**config.mk**
```make
export PLATFORM = sky130hd
export DESIGN_NAME = csi_packet_sequencer
export DESIGN_NICKNAME = d
export VERILOG_FILES = /design/src/rtl/csi_packet_sequencer.sv
export SDC_FILE = /design/constraint.sdc
export NUM_CORES = 1
export LEC_CHECK = 0
export CORE_MARGIN = 2
export CORE_UTILIZATION = 40
export DETAILED_ROUTE_END_ITERATION = 8
export HOLD_SLACK_MARGIN = 0.05
export PLACE_DENSITY = 0.64
export SETUP_SLACK_MARGIN = 0.05
export SLEW_MARGIN = 20
export SYNTH_ARGS = -nofsm -noshare
export SYNTH_HDL_FRONTEND = slang
export SYNTH_SLANG_ARGS = --single-unit
```
**constraint.sdc**
```tcl
create_clock -name mipi_clk -period 3.4 [get_ports mipi_clk]
set_input_delay 0.51 -clock mipi_clk [delete_from_list [all_inputs] [get_ports mipi_clk]]
set_output_delay 0.51 -clock mipi_clk [all_outputs]
set_load 0.02 [all_outputs]
```
**src/rtl/csi_packet_sequencer.sv**
```systemverilog
// CSI-2 packet sequencer: checks header ECC, decodes short/long packets and
// streams long-packet payload words with byte enables toward the pixel path.
module csi_packet_sequencer #(
    parameter int MAX_WC    = 4096,
    parameter int LINE_BITS = 16
) (
    input  logic                 mipi_clk,
    input  logic                 reset,
    input  logic                 stop,
    input  logic [31:0]          word_in,
    input  logic                 word_valid,
    output logic [7:0]           data_id,
    output logic [15:0]          word_count,
    output logic [31:0]          pix_data,
    output logic [3:0]           pix_be,
    output logic                 pix_valid,
    output logic                 frame_start,
    output logic                 frame_end,
    output logic                 line_start,
    output logic                 line_end,
    output logic                 frame_active,
    output logic [LINE_BITS-1:0] line_count,
    output logic                 ecc_err,
    output logic                 pkt_abort,
    output logic                 stop_req
);

    typedef enum logic [2:0] {IDLE, HEADER, PAYLOAD, FOOTER, WAIT_STOP} state_t;

    localparam logic [16:0] MaxWc = 17'(MAX_WC);

    state_t                 state_q, state_d;
    logic [15:0]            rem_q, rem_d;
    logic [7:0]             data_id_q, data_id_d;
    logic [15:0]            word_count_q, word_count_d;
    logic [31:0]            pix_data_q, pix_data_d;
    logic [3:0]             pix_be_q, pix_be_d;
    logic                   pix_valid_q, pix_valid_d;
    logic                   frame_start_q, frame_start_d;
    logic                   frame_end_q, frame_end_d;
    logic                   line_start_q, line_start_d;
    logic                   line_end_q, line_end_d;
    logic                   frame_active_q, frame_active_d;
    logic [LINE_BITS-1:0]   line_count_q, line_count_d;
    logic                   ecc_err_q, ecc_err_d;
    logic                   pkt_abort_q, pkt_abort_d;
    logic                   stop_req_q, stop_req_d;
    logic                   end_pkt;
    logic [5:0]             hdr_dt;
    logic [15:0]            hdr_wc;
    logic                   hdr_ecc_ok;

    // CSI-2 header Hamming code: six parity bits over DI and WC.
    function automatic logic [5:0] calc_ecc(input logic [23:0] d);
        logic [5:0] p;
        p[0] = d[0]^d[1]^d[2]^d[4]^d[5]^d[7]^d[10]^d[11]^d[13]^d[16]^d[20]^d[21]^d[22]^d[23];
        p[1] = d[0]^d[1]^d[3]^d[4]^d[6]^d[8]^d[10]^d[12]^d[14]^d[17]^d[20]^d[21]^d[22]^d[23];
        p[2] = d[0]^d[2]^d[3]^d[5]^d[6]^d[9]^d[11]^d[12]^d[15]^d[18]^d[20]^d[21]^d[22];
        p[3] = d[1]^d[2]^d[3]^d[7]^d[8]^d[9]^d[13]^d[14]^d[15]^d[19]^d[20]^d[21]^d[23];
        p[4] = d[4]^d[5]^d[6]^d[7]^d[8]^d[9]^d[16]^d[17]^d[18]^d[19]^d[20]^d[22]^d[23];
        p[5] = d[10]^d[11]^d[12]^d[13]^d[14]^d[15]^d[16]^d[17]^d[18]^d[19]^d[21]^d[22]^d[23];
        return p;
    endfunction

    assign hdr_dt     = word_in[5:0];
    assign hdr_wc     = word_in[23:8];
    assign hdr_ecc_ok = (word_in[31:24] == {2'b00, calc_ecc(word_in[23:0])});

    always_comb begin
        state_d        = state_q;
        rem_d          = rem_q;
        data_id_d      = data_id_q;
        word_count_d   = word_count_q;
        pix_data_d     = pix_data_q;
        pix_be_d       = pix_be_q;
        pix_valid_d    = 1'b0;
        frame_start_d  = 1'b0;
        frame_end_d    = 1'b0;
        line_start_d   = 1'b0;
        line_end_d     = 1'b0;
        frame_active_d = frame_active_q;
        line_count_d   = line_count_q;
        ecc_err_d      = 1'b0;
        pkt_abort_d    = 1'b0;
        end_pkt        = 1'b0;

        case (state_q)
            IDLE: begin
                if (!stop) state_d = HEADER;
            end
            HEADER: begin
                if (stop) begin
                    state_d = IDLE;
                end else if (word_valid) begin
                    state_d = WAIT_STOP;
                    if (!hdr_ecc_ok) begin
                        ecc_err_d = 1'b1;
                    end else begin
                        data_id_d    = word_in[7:0];
                        word_count_d = hdr_wc;
                        if (hdr_dt < 6'h10) begin
                            case (hdr_dt)
                                6'h00: begin
                                    frame_start_d  = 1'b1;
                                    frame_active_d = 1'b1;
                                    line_count_d   = '0;
                                end
                                6'h01: begin
                                    frame_end_d    = 1'b1;
                                    frame_active_d = 1'b0;
                                end
                                6'h02: line_start_d = 1'b1;
                                6'h03: line_end_d   = 1'b1;
                                default: ;
                            endcase
                        end else if (hdr_wc == 16'd0 || {1'b0, hdr_wc} > MaxWc) begin
                            ecc_err_d = 1'b1;
                        end else begin
                            rem_d   = hdr_wc;
                            state_d = PAYLOAD;
                        end
                    end
                end
            end
            PAYLOAD: begin
                if (stop) begin
                    state_d     = IDLE;
                    pkt_abort_d = 1'b1;
                end else if (word_valid) begin
                    pix_data_d  = word_in;
                    pix_valid_d = 1'b1;
                    if (rem_q >= 16'd4) begin
                        pix_be_d = 4'b1111;
                        rem_d    = rem_q - 16'd4;
                    end else begin
                        pix_be_d = (4'b0001 << rem_q[1:0]) - 4'b0001;
                        rem_d    = 16'd0;
                    end
                    // CRC spills into an extra word when the payload ends on byte lane 3 or 4.
                    if (rem_d == 16'd0) begin
                        if (word_count_q[1:0] == 2'd0 || word_count_q[1:0] == 2'd3) begin
                            state_d = FOOTER;
                        end else begin
                            state_d = WAIT_STOP;
                            end_pkt = 1'b1;
                        end
                    end
                end
            end
            FOOTER: begin
                if (stop) begin
                    state_d     = IDLE;
                    pkt_abort_d = 1'b1;
                end else if (word_valid) begin
                    state_d = WAIT_STOP;
                    end_pkt = 1'b1;
                end
            end
            WAIT_STOP: begin
                if (stop) state_d = IDLE;
            end
            default: state_d = IDLE;
        endcase

        if (end_pkt && frame_active_q && line_count_q != '1)
            line_count_d = line_count_q + LINE_BITS'(1);

        stop_req_d = (state_d == WAIT_STOP);
    end

    always_ff @(posedge mipi_clk or negedge reset) begin
        if (!reset) begin
            state_q        <= IDLE;
            rem_q          <= '0;
            data_id_q      <= '0;
            word_count_q   <= '0;
            pix_data_q     <= '0;
            pix_be_q       <= '0;
            pix_valid_q    <= 1'b0;
            frame_start_q  <= 1'b0;
            frame_end_q    <= 1'b0;
            line_start_q   <= 1'b0;
            line_end_q     <= 1'b0;
            frame_active_q <= 1'b0;
            line_count_q   <= '0;
            ecc_err_q      <= 1'b0;
            pkt_abort_q    <= 1'b0;
            stop_req_q     <= 1'b0;
        end else begin
            state_q        <= state_d;
            rem_q          <= rem_d;
            data_id_q      <= data_id_d;
            word_count_q   <= word_count_d;
            pix_data_q     <= pix_data_d;
            pix_be_q       <= pix_be_d;
            pix_valid_q    <= pix_valid_d;
            frame_start_q  <= frame_start_d;
            frame_end_q    <= frame_end_d;
            line_start_q   <= line_start_d;
            line_end_q     <= line_end_d;
            frame_active_q <= frame_active_d;
            line_count_q   <= line_count_d;
            ecc_err_q      <= ecc_err_d;
            pkt_abort_q    <= pkt_abort_d;
            stop_req_q     <= stop_req_d;
        end
    end

    assign data_id      = data_id_q;
    assign word_count   = word_count_q;
    assign pix_data     = pix_data_q;
    assign pix_be       = pix_be_q;
    assign pix_valid    = pix_valid_q;
    assign frame_start  = frame_start_q;
    assign frame_end    = frame_end_q;
    assign line_start   = line_start_q;
    assign line_end     = line_end_q;
    assign frame_active = frame_active_q;
    assign line_count   = line_count_q;
    assign ecc_err      = ecc_err_q;
    assign pkt_abort    = pkt_abort_q;
    assign stop_req     = stop_req_q;

endmodule

```
run_1/sizing.png
Bar = 50 um.
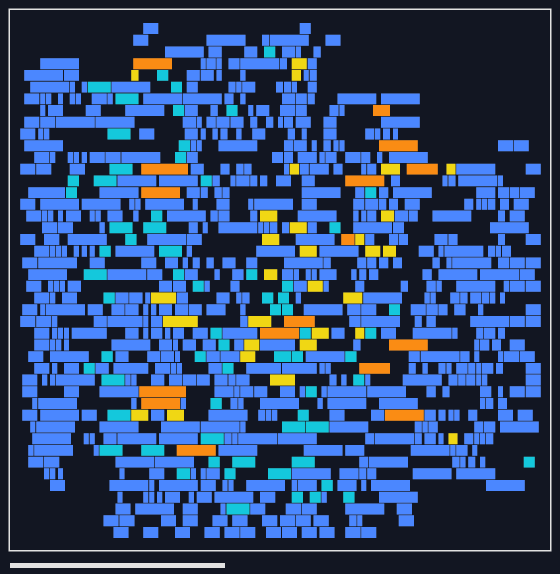
| colour | size | cells | share |
|---|---|---|---|
| orange | x6 and larger | 16 | 2.1% |
| blue | x1 and smaller | 650 | 85% |
| yellow | x2 | 29 | 3.8% |
| cyan | x3 and x4 | 68 | 8.9% |
layout overhead on the synthesized area: 34.44%
min setup slack post-route: 155.2 ps
Final Cell Area: 0.007918 mm^2
buffers outside the clock class: 167

run_1/pinout.png
Pins as bars across the die edge, other pins in grey.
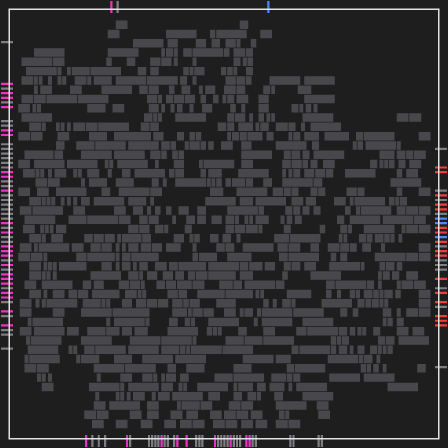
| colour | port | pins | direction | edge |
|---|---|---|---|---|
| red | line_count | 16 | output | right |
| magenta | word_in | 32 | input | 22 left, 9 bottom, 1 top |
| blue | pix_be | 4 | output | 3 right, 1 top |
all pins by edge: 52 left, 36 bottom, 30 right, 3 top
IO Port Bufs: 120
die height: 125.3 um
die boundary width: 125.3 um

==> flow_summary.yaml, run 1 <==
# yosys + openroad results
final_timing:
  fin_crit_sh_pct: 95.43
  fin_crit_ps: 3245
  final_hold_viol_count: 0
  whs_ps: 266.2
  setup_viol: 0
power:
  sequentialPowerShare_pct: 43.8
  pwr_density_cell_mw_per_mm2: 366.8
  internal_power_mw: 2.160
  power_switching_mw: 0.7444
setup_path:
  cp-start-kind: "input pin"
  worstPathCellList: "clkdlybuf4s50_1 -> inv_1 -> ha_1 -> xnor2_2 -> xor2_1 -> nor2_1 -> a22oi_1 -> mux4_2 -> or3_4 -> buf_12 -> mux2_4"
  required_ps: 3640
  crit_end: "word_count[5]"
  r2r-end: "line_count[3]"
  critPathBufInv: 3
  ff2ff_path_depth: 8
  crit_path_top_delay_cell: "mux4_2"
  regToRegSetupSlack_ps: 460
  endpoint_kind: "register"
  worstSetupPathType: "input pin to register"
  critPathMaxFanout: 22
  cp-startpoint: "word_in[10]"
clocking:
  cts-resized-gates: 4
  cts_tree: "done"
  cts.reportedPaths.clkPinSlew_ps: 70
  postCtsHoldBufs: 0
  cts_max_level: 3
  cts_max_path_buffers: 2
global_routing:
  grt-ovfl-total: 0
  grt_pass1_wl_um: 27320
  grt_pass1_vias: 5152
  antenna_found_initial: 0
route:
  ant_nets: 0
  dr.pass1.iters: 5
  drt-vias-per-instance: 5.344
  met1Wirelength_um: 7571
finish:
  combGateArea_mm2: 0.003124
  fin_nets: 804
  seq_cells: 104
  nNonClkInverters: 12
  utilization_pct: 54.68
floorplanning:
  fp_util_pct: 40.68
run:
  openroad.warnings: 31
synthesis:
  synth_flops: 104
  yosys.area.top_type_share_pct: 44.19
  aoi_share_pct: 11.98
  fp_nets: 663
  syn_inst: 617
  avgSynthCellArea_um2: 9.545
  top_cells_by_area: "dfrtp_1, nand2_1, mux2_4"
  simple_gate_share_pct: 21.80
  synth-edff-count: 0
  flop_cell: "dfrtp_1"
  synthArstFlopShare_pct: 100.0
  yosysTopAreaCell: "dfrtp_1"
min_path:
  min-delay-path-class: "input pin to asynchronous set/reset pin"
status:
  status: "complete, no violations"
place:
  post_dp_cell_area_mm2: 0.007555
run_1/clock_wires.png
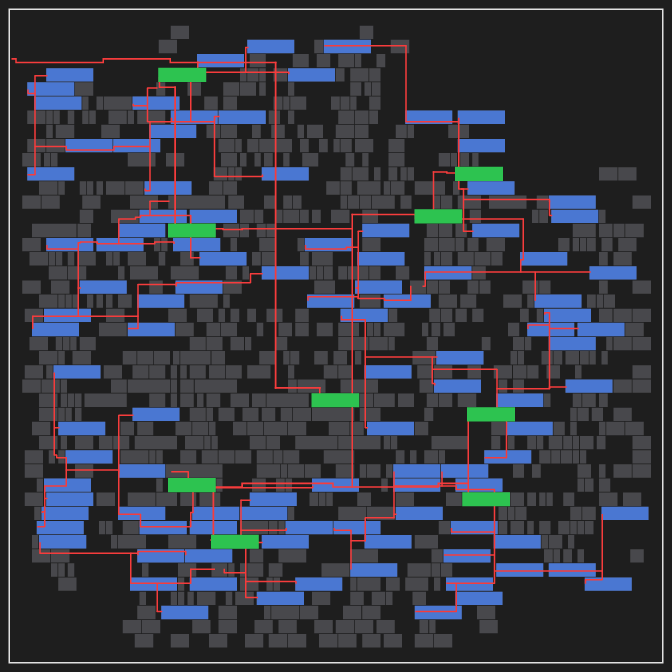
[red] clock wires | length: 1360 um
[green] clock-net drivers | count: 9
[blue] flip-flops | count: 104
flops lie: spread over the die
Worst Skew: 8.334 ps
worst-skew pair later-pin latency: 350 ps
Clk network pwr share: 39.3%
Clk power: 1.14 mW

run_1/m4.png
Bar = 50 um.
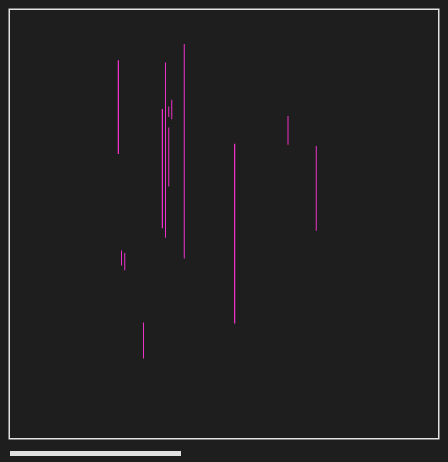
nets with wire on the layer: 10
wire length on this layer: 305 um
longest straight run: 62.6 um
share of all routed wire: 1.8%
main direction: vertical
vias: 5061
final wirelength: 16730 um

-- run 1: power groups by stage --
stage          Sequential, mW  Combinational [mW]  Clock, mW
2_1_floorplan            1.31               0.253          0
3_3_place_gp             1.30               0.466          0
3_5_place_dp             1.30               0.478          0
4_1_cts                  1.27               0.488       1.17
5_1_grt                  1.28               0.527       1.23
6_report                 1.27               0.489       1.14
-- run 1: cell usage in the layout (no fill, tap or decap), drive strengths merged, types with 16 or more instances in the layout --
cell type | synthesis | routed
buf | 13 | 48
clkdlybuf4s50 | 0 | 119
nand2 | 139 | 139
o21ai | 31 | 31
xnor2 | 28 | 28
mux2 | 28 | 28
nor2 | 30 | 30
nor3 | 19 | 19
nand3 | 16 | 16
dfrtp | 104 | 104
==> inputs of run 2 (changes only) <==
--- a/config.mk
+++ b/config.mk
@@ -11,7 +11,6 @@
 export HOLD_SLACK_MARGIN = 0.05
 export PLACE_DENSITY = 0.64
 export SETUP_SLACK_MARGIN = 0.05
-export SLEW_MARGIN = 20
 export SYNTH_ARGS = -nofsm -noshare
 export SYNTH_HDL_FRONTEND = slang
 export SYNTH_SLANG_ARGS = --single-unit
run_2/sizing.png
Bar = 50 um.
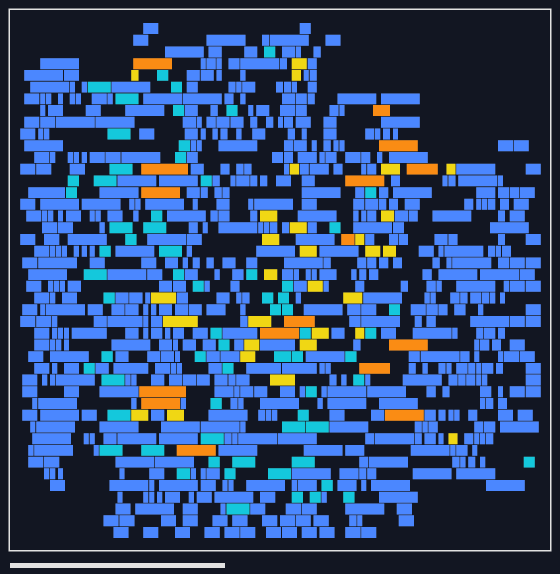
| colour | size | cells | share |
|---|---|---|---|
| yellow | x2 | 29 | 3.8% |
| blue | x1 and smaller | 650 | 85% |
| cyan | x3 and x4 | 68 | 8.9% |
| orange | x6 and larger | 16 | 2.1% |

run_2/m4.png
Bar = 50 um.
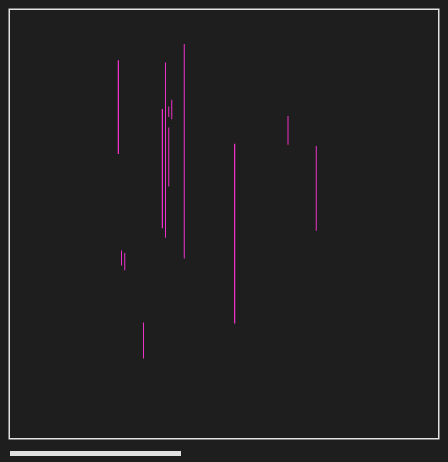
share of all routed wire: 1.8%
main direction: vertical
nets with wire on the layer: 10
longest straight run: 62.6 um

==> flow_summary.yaml, run 2 <==
# yosys + openroad results
synthesis:
  simple_gate_share_pct: 21.80
  syn_inst: 617
  synth-edff-count: 0
  aoi_share_pct: 11.98
  synthArstFlopShare_pct: 100.0
  yosysTopAreaCell: "dfrtp_1"
  flop_cell: "dfrtp_1"
  synth_flops: 104
  top_cells_by_area: "dfrtp_1, nand2_1, mux2_4"
finish:
  nNonClkInverters: 12
  signal_buffers: 167
  lay_top_cells: "nand2_1, clkdlybuf4s50_1, dfrtp_1, buf_4, nor2_1"
  fin_nets: 804
  seq_cells: 104
  layout.cells.most_common: "nand2_1"
setup_path:
  crit_end: "word_count[5]"
  worstSetupPathType: "input pin to register"
  required_ps: 3640
  cp-startpoint: "word_in[10]"
  ff2ff_path_depth: 8
  endpoint_kind: "register"
  worstPathCellList: "clkdlybuf4s50_1 -> inv_1 -> ha_1 -> xnor2_2 -> xor2_1 -> nor2_1 -> a22oi_1 -> mux4_2 -> or3_4 -> buf_12 -> mux2_4"
  critPathBufInv: 3
  cp-start-kind: "input pin"
  critPathMaxFanout: 22
  r2r-end: "line_count[3]"
place:
  post_dp_cell_area_mm2: 0.007555
  port_buffers: 120
floorplanning:
  fp_util_pct: 40.68
  die-width_um: 125.3
clocking:
  cts_max_level: 3
  cts_tree: "done"
  cts_max_path_buffers: 2
  cts.reportedPaths.clkPinSlew_ps: 70
global_routing:
  grt_pass1_wl_um: 27320
  grt-ovfl-total: 0
  antenna_found_initial: 0
status:
  status: "complete, no violations"
final_timing:
  finClkSkew_ps: 8.334
  setup_viol: 0
  setup_slack_ps: 155.2
  fin_crit_sh_pct: 95.43
  final_hold_viol_count: 0
  fin_crit_ps: 3245
route:
  ant_nets: 0
  wirelength_um: 16730
  drt-vias-per-instance: 5.344
  dr.pass1.iters: 5
  vias: 5061
min_path:
  min-delay-path-class: "input pin to asynchronous set/reset pin"
power:
  pwr_density_cell_mw_per_mm2: 366.8
-- run 2: where the power goes --
part           internal [mW]  switching, mW  total [mW]  leakage, nW
clock                  0.653          0.489        1.14        0.158
sequential              1.26         0.0170        1.27         1.39
combinational          0.251          0.239       0.489         2.09
-- run 2: what timing repair did --
action                                  in CTS  in global routing
setup buffers                                0                  0
gates resized                                4                  2
hold buffers                                 0                  0
endpoints found under the setup margin      54                 51
pin swaps                                    2                  3
-- run 2: per-layer routing --
| layer | up-vias | track usage [%] | routed length, um |
|---|---|---|---|
| li1 | 2421 | - | - |
| met1 | 2442 | 28.70 | 7571 |
| met2 | 168 | 35.58 | 7803 |
| met3 | 30 | 5.862 | 1046 |
| met4 | 0 | 6.275 | 304 |
| met5 | - | 0 | 0 |
No activity file was given, so power comes from the tool's default toggle rates.
